[src/rtl/pos_pkg.sv]
// Shared POS keypad definitions: key codes, keypad grid bounds and entry FSM states.
// The grid bounds are shared with the cursor controller for its own range checks.
package pos_pkg;

    typedef logic [3:0] key_t;

    localparam key_t KEY_CLR = 4'hA;
    localparam key_t KEY_ENT = 4'hB;

    localparam logic [3:0] GRID_COLS = 4'd3;
    localparam logic [3:0] GRID_ROWS = 4'd4;

    typedef enum logic [1:0] {
        EMPTY,
        ENTRY,
        DONE
    } entry_state_t;

endpackage

[src/rtl/pos_key_decode.sv]
// Combinational decode of the 3x4 keypad cell under the cursor into a key code.
// Cells outside the grid report valid=0 and the press is dropped by the caller.
module pos_key_decode
    import pos_pkg::*;
(
    input  logic [3:0] cursor_x,
    input  logic [3:0] cursor_y,
    output logic       valid,
    output key_t       key
);

    // NOTE: every output gets a default before the case so no latch is inferred.
    always_comb begin
        valid = (cursor_x < GRID_COLS) && (cursor_y < GRID_ROWS);
        key   = '0;
        case (cursor_y)
            4'd0: key = cursor_x + 4'd1;
            4'd1: key = cursor_x + 4'd4;
            4'd2: key = cursor_x + 4'd7;
            4'd3: begin
                case (cursor_x)
                    4'd0:    key = KEY_CLR;
                    4'd1:    key = 4'd0;
                    default: key = KEY_ENT;
                endcase
            end
            default: key = '0;
        endcase
    end

endmodule

[src/rtl/pos_key_entry.sv]
// POS key entry: turns select-button presses over the keypad into a BCD entry register,
// commits it to amount_bcd on ENT and flags digit overflow or an empty ENT.
module pos_key_entry
    import pos_pkg::*;
#(
    parameter int NDIG = 6
) (
    input  logic              clk,
    input  logic              rst_n,
    input  logic              btn_sel,
    input  logic [3:0]        cursor_x,
    input  logic [3:0]        cursor_y,
    output logic [4*NDIG-1:0] entry_bcd,
    output logic [3:0]        digit_cnt,
    output logic [4*NDIG-1:0] amount_bcd,
    output logic              amount_valid,
    output logic              key_pulse,
    output key_t              key_code,
    output logic              entry_err
);

    localparam int         W        = 4 * NDIG;
    localparam logic [3:0] NDIG_CNT = 4'(NDIG);

    logic         sel_d;
    logic         press;
    logic         cell_valid;
    key_t         cell_key;
    entry_state_t state, state_nxt;
    logic [W-1:0] entry_nxt, amount_nxt;
    logic [3:0]   cnt_nxt;
    key_t         code_nxt;
    logic         pulse_nxt, err_nxt, commit_nxt, commit_q;

    pos_key_decode u_decode (
        .cursor_x (cursor_x),
        .cursor_y (cursor_y),
        .valid    (cell_valid),
        .key      (cell_key)
    );

    // sel_d resets high so a button already low at the first edge after reset is a press.
    assign press = ~btn_sel & sel_d;

    always_comb begin
        state_nxt  = state;
        entry_nxt  = entry_bcd;
        cnt_nxt    = digit_cnt;
        amount_nxt = amount_bcd;
        code_nxt   = key_code;
        pulse_nxt  = 1'b0;
        err_nxt    = 1'b0;
        commit_nxt = 1'b0;
        if (press && cell_valid) begin
            pulse_nxt = 1'b1;
            code_nxt  = cell_key;
            if (cell_key == KEY_CLR) begin
                entry_nxt = '0;
                cnt_nxt   = '0;
                state_nxt = EMPTY;
            end else if (cell_key == KEY_ENT) begin
                if (state == ENTRY) begin
                    amount_nxt = entry_bcd;
                    entry_nxt  = '0;
                    cnt_nxt    = '0;
                    state_nxt  = DONE;
                    commit_nxt = 1'b1;
                end else begin
                    err_nxt = 1'b1;
                end
            end else if (digit_cnt == NDIG_CNT) begin
                err_nxt = 1'b1;
            end else if (!(digit_cnt == 4'd0 && cell_key == 4'd0)) begin
                // Leading zeros are accepted as keys but never occupy a digit slot.
                entry_nxt = (entry_bcd << 4) | W'(cell_key);
                cnt_nxt   = digit_cnt + 4'd1;
                state_nxt = ENTRY;
            end
        end
    end

    // NOTE: sequential state uses non-blocking assignments; combinational logic uses blocking.
    always_ff @(posedge clk or negedge rst_n) begin
        if (!rst_n) state <= EMPTY;
        else        state <= state_nxt;
    end

    // NOTE: every register here is cleared by the async reset; none is a memory array.
    always_ff @(posedge clk or negedge rst_n) begin
        if (!rst_n) begin
            sel_d        <= 1'b1;
            entry_bcd    <= '0;
            digit_cnt    <= '0;
            amount_bcd   <= '0;
            key_code     <= '0;
            key_pulse    <= 1'b0;
            entry_err    <= 1'b0;
            commit_q     <= 1'b0;
            amount_valid <= 1'b0;
        end else begin
            sel_d        <= btn_sel;
            entry_bcd    <= entry_nxt;
            digit_cnt    <= cnt_nxt;
            amount_bcd   <= amount_nxt;
            key_code     <= code_nxt;
            key_pulse    <= pulse_nxt;
            entry_err    <= err_nxt;
            commit_q     <= commit_nxt;
            amount_valid <= commit_q;
        end
    end

endmodule

[config.mk]
export PLATFORM = sky130hd
export DESIGN_NAME = pos_key_entry
export DESIGN_NICKNAME = d
export VERILOG_FILES = /design/src/rtl/pos_pkg.sv /design/src/rtl/pos_key_decode.sv /design/src/rtl/pos_key_entry.sv
export SDC_FILE = /design/constraint.sdc
export NUM_CORES = 1
export LEC_CHECK = 0
export ABC_AREA = 1
export CORE_UTILIZATION = 29
export DETAILED_ROUTE_END_ITERATION = 8
export GPL_TIMING_DRIVEN = 0
export PLACE_DENSITY = 0.52
export RECOVER_POWER = 100
export SYNTH_ARGS = -nofsm -noshare
export SYNTH_HDL_FRONTEND = slang
export SYNTH_SLANG_ARGS = --single-unit
[constraint.sdc]
create_clock -name clk -period 3.45 [get_ports clk]
set_clock_uncertainty 0.2 [all_clocks]
set_input_delay 0.69 -clock clk [delete_from_list [all_inputs] [get_ports clk]]
set_output_delay 0.69 -clock clk [all_outputs]
set_load 0.01 [all_outputs]
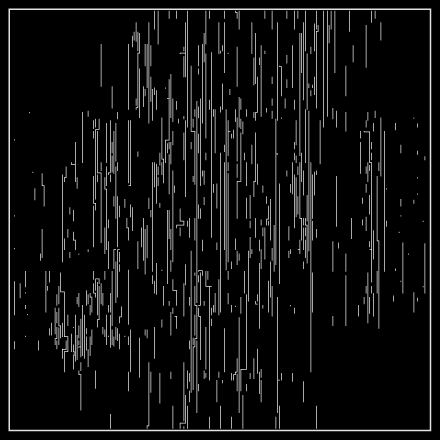
run_1/m2.png
(4 px per um)
share of all routed wire: 47%
longest straight run: 52.4 um

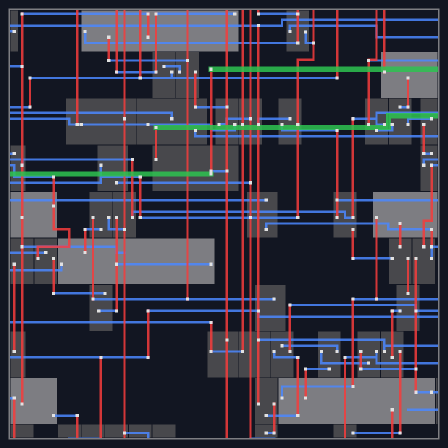
run_1/closeup.png
Window x 40 to 65, y 40 to 65 um. Cells in gray, sequential cells in the stronger gray; small squares are vias.
legend:
  green:
    layer: M3
  red:
    layer: M2
  blue:
    layer: M1
sequential cells in the window: 3
most frequent: nand2_1 (19), buf_2 (5), nor2_1 (4)
netlist names of flops here include: entry_bcd (2), state (1)
cells with their middle in the window: 35

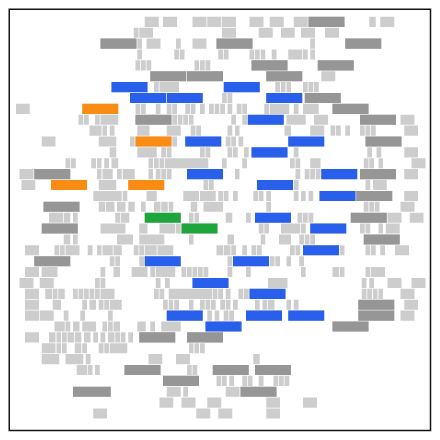
run_1/ff_map.png
(4 px per um) Other sequential cells in the stronger gray, the rest of the logic in the fainter gray.
legend:
  blue:
    name_in_the_netlist: entry_bcd
    placed_flops: 24
  green:
    name_in_the_netlist: state
    placed_flops: 2
  orange:
    name_in_the_netlist: digit_cnt
    placed_flops: 4

==> tab_implementation.tex, run 1 <==
% Table of physical implementation metrics
\begin{tabular}{lr}
\hline
Metric & Value \\
\hline
\multicolumn{2}{l}{\textbf{Outcome}} \\
Run status & finished, violations left \\
Failing checks & max-capacitance violations, max-slew violations \\
\multicolumn{2}{l}{\textbf{Route}} \\
Antenna Nets Post-Route & 0 \\
Max layer used & met4 \\
Metal3 WL & 228 um \\
DRC errors left & 0 \\
Vias per inst & 4.31 \\
Average routed wire per standard cell & 12.2 um \\
Met1 Wirelength & 3630 um \\
Vias post-DR & 2,640 \\
Detailed Route Iter0 Violations & 147 \\
Total wire length & 7510 um \\
\multicolumn{2}{l}{\textbf{Clock network}} \\
Insertion Delay late pin & 0.34 ns \\
Sink Count & 63 \\
Cells resized by post-CTS repair & 0 \\
Number of buffers created by CTS & 9 \\
Number of setup buffers added after CTS & 0 \\
Number of buffers on the longest clock path & 2 \\
TritonCTS clock tree & yes \\
Clock edge transition at the registers on the reported setup and hold paths & 0.08 ns \\
Root buffer cell & clkbuf\_8 \\
\multicolumn{2}{l}{\textbf{Layout}} \\
Num sequential & 63 \\
Most common logic cell in the routed design & nand2\_1 \\
Share of cell area taken by multi-input logic gates & 0.318 \\
Non-clock buffer contribution to total cell area & 0.187 \\
Number of inverters outside the clock class in the layout & 23 \\
Flip-flop and latch area & 0.00158 mm2 \\
Total area of multi-input combinational cells & 0.00132 mm2 \\
Non-Filler Instances & 613 \\
Non-Filler Cell Area, Final & 0.00415 mm2 \\
Ant diodes & 0 \\
Fill count & 1,078 \\
Signal buffers & 82 \\
Final cell utilization of the core & 0.402 \\
Synthesis-to-layout area growth & 35.1\% \\
Register fraction of the total cell area & 0.380 \\
Most numerous logic cells after layout & 212 x nand2\_1, 62 x dfrtp\_1, 60 x dlygate4sd3\_1 \\
Net count reported at finish & 489 \\
Number of clock buffers in the layout & 9 \\
\multicolumn{2}{l}{\textbf{GRT}} \\
M3 GR Usage & 0.0231 \\
Via count of the first global-routing pass & 2,577 \\
Maximum number of pins on one net before global-route repair & 64 \\
Number of antenna violations at the first check in global routing & 0 \\
Met2 capacity usage during global routing & 0.233 \\
Total global routing track utilization & 0.148 \\
Most Crowded Layer GR & met2 \\
First-pass GRT wire length & 12,900 um \\
\multicolumn{2}{l}{\textbf{Logic synthesis}} \\
Adder-cell area share of the yosys netlist & 0.0244 \\
Synth top cells by count & 212 x nand2\_1, 62 x dfrtp\_1, 32 x nor2\_1 \\
Post-synth tally of flip-flops with integrated enable & 0 \\
Cell type with the largest total area & dfrtp\_1 \\
Most common cell in the synthesized netlist & nand2\_1 \\
Syn\_area\_per\_cell & 7.84 um2 \\
Compound-cell area share of the yosys netlist & 0.0142 \\
Synth warn & 0 \\
Number of standard cells after synthesis & 392 \\
Cell types with the largest area share after synthesis & dfrtp\_1 50\%, nand2\_1 26\%, nor2\_1 3.9\% \\
Seq/Total Area, Yosys & 0.513 \\
Yosys stat area & 0.00307 mm2 \\
Netlist area before placement & 0.00307 mm2 \\
XOR-XNOR Cells, Area Fraction & 0.00570 \\
Number of different library cells in the post-synthesis netlist & 29 \\
Post-synth ARST share & 1.00 \\
Yosys cell count & 392 \\
Total of flip-flops plus latches after synthesis & 63 \\
Synthesized-area fraction occupied by and/or/nand/nor cells & 0.385 \\
\multicolumn{2}{l}{\textbf{Floorplanning}} \\
Tap cells & 136 \\
Die height & 105 um \\
I/O pin cnt & 70 \\
Area of the core region & 0.0103 mm2 \\
X dimension of the die & 105 um \\
Area of the chip & 0.0110 mm2 \\
\multicolumn{2}{l}{\textbf{Final timing}} \\
Setup TNS & 0 ns \\
Minimum clock period & 3.23 ns \\
Count of final max-slew check failures & 64 \\
Final hold violation count & 0 \\
Max Clock Freq & 309 MHz \\
Pin slew with the least headroom to its limit & 1.59 ns \\
Setup repair after global routing missed its margin & true \\
Final WS setup & 0.216 ns \\
Setup violation total in the final timing report & 0 \\
\multicolumn{2}{l}{\textbf{Hold path}} \\
Path category of the worst min-delay check & reg2reg \\
End point of the worst hold path & amount\_valid \\
Cell depth of the worst min-delay path & 0 \\
\multicolumn{2}{l}{\textbf{Setup path}} \\
R2r startpoint & digit\_cnt[0] \\
Crit path launch & cursor\_y[2] \\
Library cell contributing the largest single delay on the critical path & clkdlybuf4s50\_1 \\
Critical-path maximum fanout & 10 \\
Endpoint of the lowest-slack register-to-register path & entry\_bcd[22] \\
CP bufs+invs & 4 \\
Kind of end point of the critical path & flop \\
Stages on the worst setup path & 17 \\
Arrival time of data at the critical path endpoint & 3.32 ns \\
Req. time, crit path & 3.54 ns \\
Cells on worst reg2reg path & 12 \\
Termination of the worst setup path & entry\_bcd[22] \\
CP dominant cell by count & nand2\_1 \\
Critical setup path kind & in2reg \\
Type of element launching the critical path & primary input \\
Crit path max-delay family & simple AND/OR/NAND/NOR gates \\
Biggest cell delay along the critical path & 0.47 ns \\
Critical-path cell list & clkdlybuf4s50\_1 > nor2\_4 > nand3\_1 > nand2\_1 > inv\_1 > ha\_1 > nand2\_1 > nand3\_2 > nand3b\_1 > nor2\_1 > nand3\_1 > nand2\_2 > inv\_2 > nand3\_1 > buf\_2 > nand2\_1 > nand2\_1 \\
\multicolumn{2}{l}{\textbf{Pwr}} \\
Leak pwr & 2.35 nW \\
Power Sequential & 771 uW \\
Worst vdd rail ir drop & 0.000149 V \\
Fraction of power consumed by the clock network & 0.437 \\
Combinational share of power & 0.093 \\
Power density relative to cell area & 395 mW/mm2 \\
Switching pwr & 413 uW \\
Total power consumption of the routed design & 1.64 mW \\
Reg power frac & 0.470 \\
Switch share & 0.252 \\
Comb pwr & 152 uW \\
Largest Pwr Group & registers \\
Total internal power & 1.23 mW \\
Clock network power consumption & 718 uW \\
\multicolumn{2}{l}{\textbf{Place}} \\
Count of input and output buffers & 69 \\
Cell count after placement & 597 \\
Gp weighted congestion & 0.826 \\
Post-Place Setup Slack & -0.148 ns \\
Post-DP HPWL & 5270 um \\
Post-DP Area & 0.00393 mm2 \\
\multicolumn{2}{l}{\textbf{Run}} \\
\# Max-Cap Violations & 1 \\
\hline
\end{tabular}
==> run 1 -> run 2 <==
--- a/config.mk
+++ b/config.mk
@@ -6,11 +6,12 @@
 export NUM_CORES = 1
 export LEC_CHECK = 0
 export ABC_AREA = 1
-export CORE_UTILIZATION = 29
+export CORE_UTILIZATION = 45
 export DETAILED_ROUTE_END_ITERATION = 8
 export GPL_TIMING_DRIVEN = 0
-export PLACE_DENSITY = 0.52
+export PLACE_DENSITY = 0.74
 export RECOVER_POWER = 100
+export SLEW_MARGIN = 20
 export SYNTH_ARGS = -nofsm -noshare
 export SYNTH_HDL_FRONTEND = slang
 export SYNTH_SLANG_ARGS = --single-unit
==> constraint.sdc (replaced) <==
create_clock -name clk -period 3.6 [get_ports clk]
set_clock_uncertainty 0.2 [all_clocks]
set_input_delay 0.72 -clock clk [delete_from_list [all_inputs] [get_ports clk]]
set_output_delay 0.72 -clock clk [all_outputs]
set_load 0.01 [all_outputs]
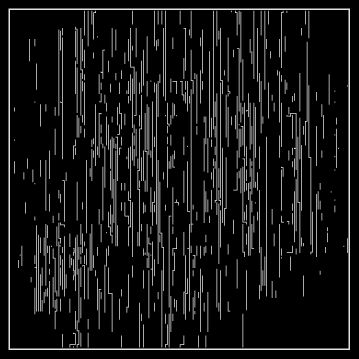
run_2/m2.png
(4 px per um)
wire length on this layer: 3,330 um
share of all routed wire: 48%

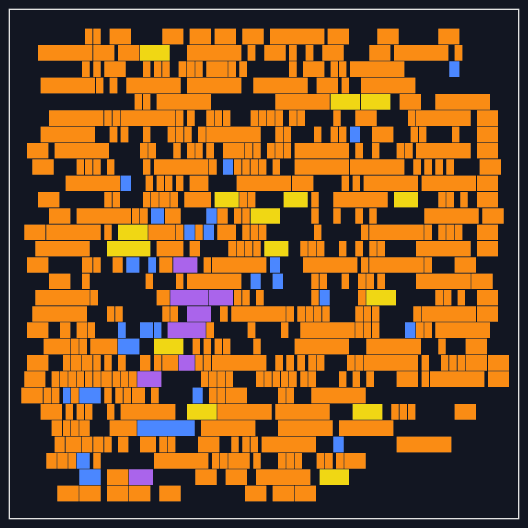
run_2/sizing.png
(6 px per um)
legend:
  blue:
    size: x2
    cells: 26
    share: 5.5%
  purple:
    size: x3 and x4
    cells: 8
    share: 1.7%
  orange:
    size: x1 and smaller
    cells: 428
    share: 90%
  yellow:
    size: x6 and larger
    cells: 15
    share: 3.1%

==> run 2 against run 1 <==
  * The run ends with design-rule violations left
  * Via count increased by 0.42%
  * Total power decreased by 14%
  * Non-clock buffer count increased by 1
  * Sequential share of layout area increased by 1.2 points
  * Area after synthesis unchanged
  * Clock power decreased by 27%
  * Count of clock-buffer cells in the layout increased by 2
  * Critical path type unchanged
  * Critical endpoint is now entry_bcd[4]
  * Highest routed layer unchanged
==> tab_implementation.tex, run 2 <==
% Table of physical implementation metrics
\begin{tabular}{lr}
\hline
Metric & Value \\
\hline
\multicolumn{2}{l}{\textbf{Outcome}} \\
Run status & finished, violations left \\
Failing checks & design-rule violations \\
\multicolumn{2}{l}{\textbf{Setup path}} \\
Kind of end point of the critical path & flop \\
Termination of the worst setup path & entry\_bcd[4] \\
Req. time, crit path & 3.68 ns (+0.14 ns) \\
Type of element launching the critical path & primary input \\
Endpoint of the lowest-slack register-to-register path & entry\_bcd[4] \\
R2r startpoint & digit\_cnt[0] \\
Critical setup path kind & in2reg \\
CP bufs+invs & 4 (unchanged) \\
Critical-path cell list & clkdlybuf4s50\_1 > nor2\_4 > nand3\_1 > nand2\_1 > inv\_1 > ha\_1 > nand2\_1 > nand3\_2 > nand3b\_1 > nor2\_1 > nand3\_1 > nand2\_2 > inv\_2 > nand3\_1 > clkbuf\_2 > nand2\_1 > nand2\_1 \\
CP dominant cell by count & nand2\_1 \\
\multicolumn{2}{l}{\textbf{Layout}} \\
Ant diodes & 0 (unchanged) \\
Register fraction of the total cell area & 0.392 (+0.0122) \\
Total area of multi-input combinational cells & 0.00132 mm2 (-0.28\%) \\
Non-clock buffer contribution to total cell area & 0.194 (+0.00722) \\
Non-Filler Cell Area, Final & 0.00402 mm2 (-3.1\%) \\
Final cell utilization of the core & 0.623 (+0.221) \\
Most numerous logic cells after layout & 212 x nand2\_1, 62 x dfrtp\_1, 61 x dlygate4sd3\_1 \\
\multicolumn{2}{l}{\textbf{Pwr}} \\
Fraction of power consumed by the clock network & 0.373 (-0.064) \\
Reg power frac & 0.525 (+0.055) \\
Worst vdd rail ir drop & 0.000231 V (+54\%) \\
Largest Pwr Group & registers \\
Comb pwr & 143 uW (-6\%) \\
Switching pwr & 363 uW (-12\%) \\
Leak pwr & 2.32 nW (-1.1\%) \\
Clock network power consumption & 526 uW (-27\%) \\
\multicolumn{2}{l}{\textbf{Logic synthesis}} \\
Total of flip-flops plus latches after synthesis & 63 (unchanged) \\
Number of standard cells after synthesis & 392 (unchanged) \\
Post-synth ARST share & 1.00 (unchanged) \\
Yosys stat area & 0.00307 mm2 (unchanged) \\
Synthesized-area fraction occupied by and/or/nand/nor cells & 0.385 (unchanged) \\
Seq/Total Area, Yosys & 0.513 (unchanged) \\
Adder-cell area share of the yosys netlist & 0.0244 (unchanged) \\
Post-synth tally of flip-flops with integrated enable & 0 (unchanged) \\
Most common cell in the synthesized netlist & nand2\_1 \\
Yosys cell count & 392 (unchanged) \\
\multicolumn{2}{l}{\textbf{Route}} \\
Metal3 WL & 303 um (+33\%) \\
Vias post-DR & 2,651 (+0.42\%) \\
Average routed wire per standard cell & 12.5 um (+2.2\%) \\
DRC errors left & 4 (+4) \\
Detailed Route Iter0 Violations & 171 (+16\%) \\
Met1 Wirelength & 3200 um (-12\%) \\
Max layer used & met4 \\
\multicolumn{2}{l}{\textbf{Clock network}} \\
Number of buffers on the longest clock path & 2 (unchanged) \\
Number of setup buffers added after CTS & 0 (unchanged) \\
Insertion Delay late pin & 0.34 ns (about the same) \\
\multicolumn{2}{l}{\textbf{GRT}} \\
First-pass GRT wire length & 11,900 um (-7.5\%) \\
Via count of the first global-routing pass & 2,471 (-4.1\%) \\
Met2 capacity usage during global routing & 0.336 (+0.103) \\
Most Crowded Layer GR & met2 \\
Number of antenna violations at the first check in global routing & 0 (unchanged) \\
\multicolumn{2}{l}{\textbf{Floorplanning}} \\
Die height & 84.7 um (-19\%) \\
Area of the chip & 0.00717 mm2 (-35\%) \\
I/O pin cnt & 70 (unchanged) \\
\multicolumn{2}{l}{\textbf{Final timing}} \\
Final hold violation count & 0 (unchanged) \\
Setup TNS & 0 ns (unchanged) \\
Pin slew with the least headroom to its limit & 1.26 ns (-0.331 ns) \\
Max Clock Freq & 306 MHz \\
Setup repair after global routing missed its margin & false \\
Setup violation total in the final timing report & 0 (unchanged) \\
\multicolumn{2}{l}{\textbf{Run}} \\
\# Max-Cap Violations & 0 (-1) \\
\multicolumn{2}{l}{\textbf{Place}} \\
Post-Place Setup Slack & 0.00246 ns (+0.151 ns) \\
Gp weighted congestion & 0.878 (+6.2\%) \\
\multicolumn{2}{l}{\textbf{Hold path}} \\
Cell depth of the worst min-delay path & 0 (unchanged) \\
\hline
\end{tabular}
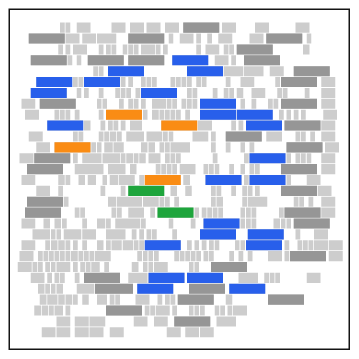
run_2/ff_map.png
(4 px per um) Other sequential cells in the stronger gray, the rest of the logic in the fainter gray.
legend:
  green:
    name_in_the_netlist: state
    placed_flops: 2
  blue:
    name_in_the_netlist: entry_bcd
    placed_flops: 24
  orange:
    name_in_the_netlist: digit_cnt
    placed_flops: 4
not colored: 33

No activity file was given, so power comes from the tool's default toggle rates.
